==> config.mk <==
export PLATFORM = sky130hd
export DESIGN_NAME = mem_access_ctrl
export DESIGN_NICKNAME = d
export VERILOG_FILES = /design/src/rtl/cpu_types_pkg.sv /design/src/rtl/link_reg.sv /design/src/rtl/mem_access_ctrl.sv
export SDC_FILE = /design/constraint.sdc
export NUM_CORES = 1
export LEC_CHECK = 0
export CAP_MARGIN = 10
export CORE_MARGIN = 3
export CORE_UTILIZATION = 50
export DETAILED_ROUTE_END_ITERATION = 12
export DONT_BUFFER_PORTS = 1
export GPL_TIMING_DRIVEN = 0
export PLACE_DENSITY = 0.68
export SLEW_MARGIN = 20
export SYNTH_ARGS = -nofsm -noshare
export SYNTH_HDL_FRONTEND = slang
export SYNTH_SLANG_ARGS = --single-unit
==> constraint.sdc <==
create_clock -name CLK -period 1.8 [get_ports CLK]
set_clock_uncertainty 0.15 [all_clocks]
set_input_delay 0.18 -clock CLK [delete_from_list [all_inputs] [get_ports CLK]]
set_output_delay 0.18 -clock CLK [all_outputs]
set_load 0.02 [all_outputs]
==> src/rtl/cpu_types_pkg.sv <==
// ============================================================================
// Module      : cpu_types_pkg
// Description : Shared word type, memory-controller state encoding and
//               LL/SC result constants for the data-memory access controller.
// Revision    : 1.0 - initial release
// ============================================================================
`default_nettype none

package cpu_types_pkg;

  typedef logic [31:0] word_t;

  typedef enum logic [1:0] {
    IDLE   = 2'd0,
    ACCESS = 2'd1,
    DONE   = 2'd2
  } memctrl_state_t;

  // Value written back by a store-conditional
  localparam word_t SC_SUCCESS = 32'd1;
  localparam word_t SC_FAIL    = 32'd0;

endpackage

`default_nettype wire

==> src/rtl/link_reg.sv <==
// ============================================================================
// Module      : link_reg
// Description : LL/SC reservation register. Holds the linked address and a
//               valid bit; set by LL completion, cleared by SC completion,
//               halt, a local store to the linked address or a remote
//               snoop invalidation of the linked address.
// Revision    : 1.0 - initial release
// ============================================================================
`default_nettype none

module link_reg
  import cpu_types_pkg::*;
(
  input  logic        clk_i,
  input  logic        rst_ni,
  input  logic        set_i,        // LL completing this cycle
  input  logic        clr_i,        // SC completion or halt
  input  logic        store_i,      // local plain store completing this cycle
  input  logic [31:0] addr_i,       // address of the local access
  input  logic        snoop_inv_i,
  input  logic [31:0] snoop_addr_i,
  output logic        valid_o,
  output logic [31:0] addr_o
);

  logic  valid_q, valid_d;
  word_t addr_q,  addr_d;

  // Next link state; a completing LL wins over a same-cycle snoop
  always_comb begin
    valid_d = valid_q;
    addr_d  = addr_q;
    if (set_i) begin
      valid_d = 1'b1;
      addr_d  = addr_i;
    end else if (clr_i) begin
      valid_d = 1'b0;
    end else if (store_i && (addr_i == addr_q)) begin
      valid_d = 1'b0;
    end else if (snoop_inv_i && (snoop_addr_i == addr_q)) begin
      valid_d = 1'b0;
    end
  end

  // Link register storage
  always_ff @(posedge clk_i or negedge rst_ni) begin
    if (!rst_ni) begin
      valid_q <= 1'b0;
      addr_q  <= '0;
    end else begin
      valid_q <= valid_d;
      addr_q  <= addr_d;
    end
  end

  assign valid_o = valid_q;
  assign addr_o  = addr_q;

endmodule

`default_nettype wire

==> src/rtl/mem_access_ctrl.sv <==
// ============================================================================
// Module      : mem_access_ctrl
// Description : MEM-stage data memory access controller. Turns the EX/MEM
//               latched load/store/LL/SC request into held memory strobes,
//               stalls the pipeline until completion, captures the
//               writeback word and maintains the LL/SC reservation.
// Revision    : 1.0 - initial release
// ============================================================================
`default_nettype none

module mem_access_ctrl
  import cpu_types_pkg::*;
(
  input  logic        CLK,
  input  logic        nRST,
  input  logic        dread,
  input  logic        dwrite,
  input  logic        datomic,
  input  logic        halt,
  input  logic [31:0] addr,
  input  logic [31:0] storeData,
  output logic        dmemREN,
  output logic        dmemWEN,
  output logic [31:0] dmemaddr,
  output logic [31:0] dmemstore,
  input  logic        dhit,
  input  logic [31:0] dmemload,
  input  logic        snoopInv,
  input  logic [31:0] snoopAddr,
  output logic        memStall,
  output logic [31:0] loadData
);

  memctrl_state_t state_q, state_d;
  word_t          load_data_q, load_data_d;

  logic  stall_c;
  logic  link_set, link_clr, link_store;
  logic  link_valid;
  word_t link_addr;
  logic  is_sc;
  logic  sc_ok;

  // A store with the atomic flag is an SC; a set read flag takes precedence
  assign is_sc = dwrite && !dread && datomic;
  assign sc_ok = link_valid && (link_addr == addr);

  // Next-state, strobe, stall and link-control decode
  always_comb begin
    state_d     = state_q;
    load_data_d = load_data_q;
    link_set    = 1'b0;
    link_clr    = 1'b0;
    link_store  = 1'b0;
    dmemREN     = 1'b0;
    dmemWEN     = 1'b0;
    stall_c     = 1'b0;
    case (state_q)
      IDLE: begin
        if (halt) begin
          link_clr = 1'b1;
        end else if (dread || dwrite) begin
          stall_c = 1'b1;
          if (is_sc && !sc_ok) begin
            // Lost reservation: resolve without touching memory
            state_d     = DONE;
            load_data_d = SC_FAIL;
            link_clr    = 1'b1;
          end else begin
            state_d = ACCESS;
          end
        end
      end
      ACCESS: begin
        stall_c = 1'b1;
        dmemREN = dread;
        dmemWEN = dwrite;
        if (dhit) begin
          state_d = DONE;
          if (dread) begin
            load_data_d = dmemload;
            link_set    = datomic;
          end else if (dwrite) begin
            if (datomic) begin
              load_data_d = SC_SUCCESS;
              link_clr    = 1'b1;
            end else begin
              link_store = 1'b1;
            end
          end
        end
      end
      DONE: begin
        state_d = IDLE;
      end
      default: begin
        state_d = IDLE;
      end
    endcase
  end

  // State and writeback-word registers
  always_ff @(posedge CLK or negedge nRST) begin
    if (!nRST) begin
      state_q     <= IDLE;
      load_data_q <= '0;
    end else begin
      state_q     <= state_d;
      load_data_q <= load_data_d;
    end
  end

  link_reg u_link (
    .clk_i        (CLK),
    .rst_ni       (nRST),
    .set_i        (link_set),
    .clr_i        (link_clr),
    .store_i      (link_store),
    .addr_i       (addr),
    .snoop_inv_i  (snoopInv),
    .snoop_addr_i (snoopAddr),
    .valid_o      (link_valid),
    .addr_o       (link_addr)
  );

  // Stall is masked during reset so a pending request cannot freeze the pipe
  assign memStall  = stall_c && nRST;
  assign loadData  = load_data_q;
  assign dmemaddr  = addr;
  assign dmemstore = storeData;

endmodule

`default_nettype wire

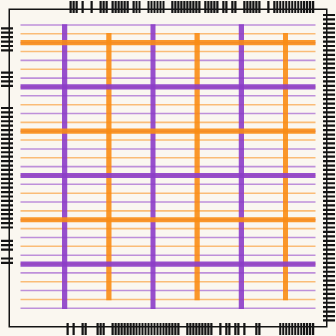
(images/pdn.png)
Pins as bars on the die edge.
legend:
  orange:
    net: VDD
  purple:
    net: VSS
met1 rails: 33
met4 straps: 6
rows: 32

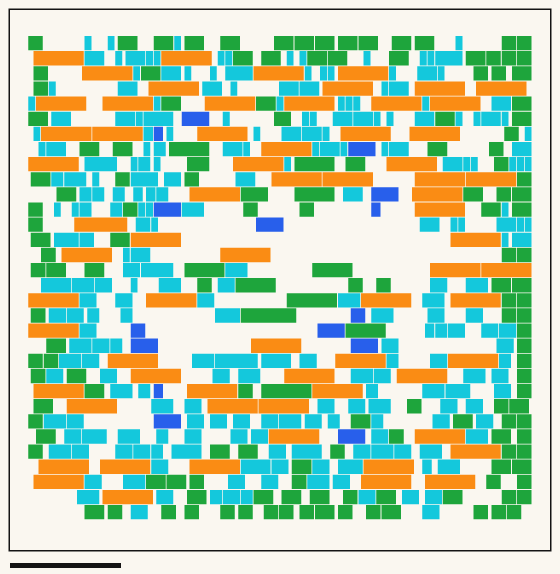
(images/cell_classes.png)
Bar = 20 µm.
legend:
  orange:
    class: flip-flops
    cells: 67
  blue:
    class: clock drivers and dummy loads
    cells: 15
  cyan:
    class: all other logic
    cells: 247
  green:
    class: other buffers and delay cells
    cells: 153

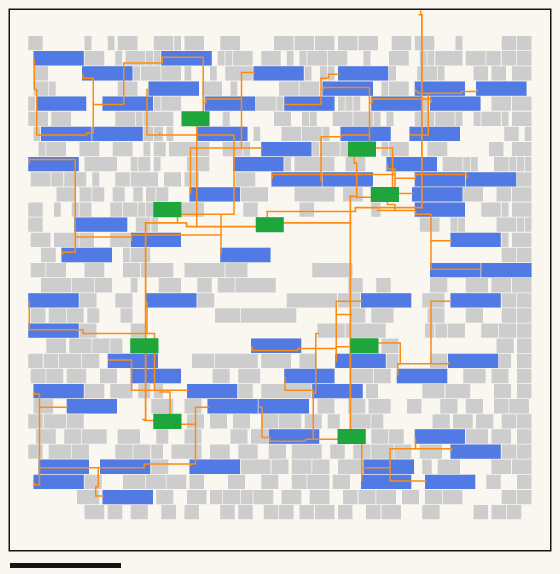
(images/clock_map.png)
Bar = 20 µm.
legend:
  blue:
    item: flip-flops
    count: 67
  green:
    item: cells driving clock nets
    count: 9
  orange:
    item: clock wires
    length: 973 µm
flops lie: all over the die
routed clock nets: 10

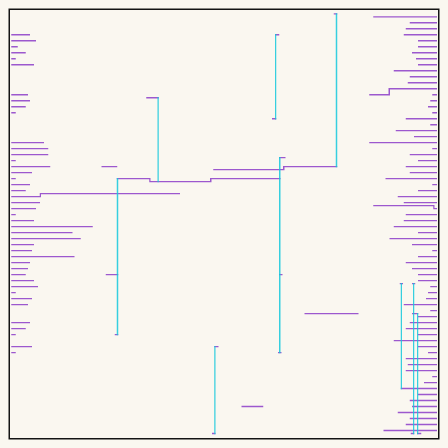
(images/metal_stack.png)
Two of the layers only.
legend:
  purple:
    layer: met3
    wire_length: 743 µm
  cyan:
    layer: met4
    wire_length: 257 µm

==> impl_metrics.ini <==
; yosys + openroad results
[detailed_routing]
drtIter0Drc = 57
vias = 2993
firstDrtPassIters = 4
vias_per_cell = 5.13

[pwr]
power_uw = 7040
clk-power_uw = 1120
powerSeq_uw = 3320
p_per_area_mw_per_mm2 = 1310
swShare = 0.410

[floorplan]
die-area_mm2 = 0.00942
die_h_um = 97.1

[sta]
relSlewSlack = 0.733
setup_ws_ns = -0.273
slew_viol_final = 0
hold_ws_ns = -0.626
fin_crit_sh = 1.15
hold_violations = 68
setup_viol = 35

[min_path]
hp-class = in2async

[status]
status = finished, violations left
violations = hold timing, setup timing

[logic_synthesis]
syn_area_mm2 = 0.00415
yosysCellCount = 390
syn_area_per_cell_um2 = 10.6

[placed_design]
dp.final_hpwl_um = 7660
gp_congestion = 0.814

[run]
warnings = 31

[finish]
layout.nets = 614

[grt]
overflow = 0
grt_pass1_vias = 3177
grt_max_degree = 69
antenna_found_initial = 0

[cts]
cts_tree = done
clockBufferDepth = 2
cts-root-buf = clkbuf_8

[critical_path]
cp_max_fo = 10
sequential cells by signal, summed over array words and instances, names as in the netlist:
| name | flops |
|---|---|
| u_link.valid_o | 1 |
| state_q | 2 |
| u_link.addr_o | 32 |
| loadData | 32 |
cells by family (layout without fill, tap and decap cells):
| group | after synthesis | count (layout) | synth area share |
|---|---|---|---|
| flops | 67 | 67 | 0.404 |
| simple gates | 75 | 75 | 0.0905 |
| xor+xnor | 64 | 64 | 0.135 |
| mux | 64 | 64 | 0.165 |
| compound gates | 11 | 11 | 0.0226 |
| buf+inv | 109 | 201 | 0.182 |
metrics by stage:
stage	area (µm²)	utilization	worst slack [ns]
after floorplan	4160	-	-0.0532
after global placement	4280	0.543	-0.282
after detailed placement	4280	0.543	-0.281
after CTS	5220	0.662	-0.256
after global routing	5370	0.680	-0.363
final	5370	0.680	-0.273
cells in the mapped netlist, drive strengths merged:
cell	instances	share of area
a222oi	1	0.0024
and3	2	0.0030
or3	2	0.0042
a31oi	1	0.0015
nand2b	1	0.0015
nand3	1	0.0012
buf	74	0.15
nor2b	2	0.0030
xnor2	17	0.036
o22ai	1	0.0015
mux2i	31	0.075
nor3	1	0.0012
dlygate4sd1	1	0.0021
nor4	12	0.018
clkbuf	1	0.0033
o221ai	1	0.0021
nand2	35	0.032
and2	2	0.0030
nor3b	1	0.0018
o21a	1	0.0018
nand4	7	0.011
dfrtp	67	0.40
mux2	33	0.090
a21oi	2	0.0051
o21ai	3	0.0063
inv	33	0.030
nor2	9	0.011
a21boi	1	0.0018
xor2	47	0.099
worst max-delay path, stage by stage (launching register included):
cell     delay (ns)
dfrtp_1        0.42
xor2_1         0.15
nor4_1         0.30
nand4_1        0.25
nor2_4         0.22
o21ai_4        0.13
buf_12         0.18
mux2i_2        0.19
cell type report:
cell class                      count  area [µm²]  area share
Clock inverter                      5        30.0     0.00560
Sequential cell                    67        1680       0.313
Timing Repair Buffer               78         806       0.150
Buffer                             75         662       0.123
Clock buffer                       10         138      0.0256
Inverter                           33         124      0.0231
Multi-Input combinational cell    214        1800       0.336
Tap cell                          102         128      0.0238
worst paths after layout:
kind	from	to	slack, ns	depth (start not counted)
setup / recovery	u_link.addr_o[25]$_DFFE_PN0P_	loadData[12]$_DFFE_PN0P_	-0.27	7
hold / removal	nRST	loadData[10]$_DFFE_PN0P_	-0.63	0
setup reg to reg	u_link.addr_o[25]$_DFFE_PN0P_	loadData[12]$_DFFE_PN0P_	-0.27	7
hold reg to reg	u_link.addr_o[15]$_DFFE_PN0P_	u_link.addr_o[15]$_DFFE_PN0P_	0.40	1
max in group asynchronous	nRST	u_link.addr_o[13]$_DFFE_PN0P_	2.02	0
min in group CLK	halt	state_q[1]$_DFFE_PN0P_	-0.02	3
what timing repair did:
action	4_1_cts	5_1_grt
setup buffers	6	3
hold endpoints to repair	134	68
resized	13	15
cloned	1	2
pin swaps	6	7
endpoints found under the setup margin	67	54
metal layers:
layer | part of all wire | wire [µm]
met5 | 0 | 0
met3 | 0.067 | 742
met1 | 0.39 | 4330
met2 | 0.52 | 5810
met4 | 0.023 | 257
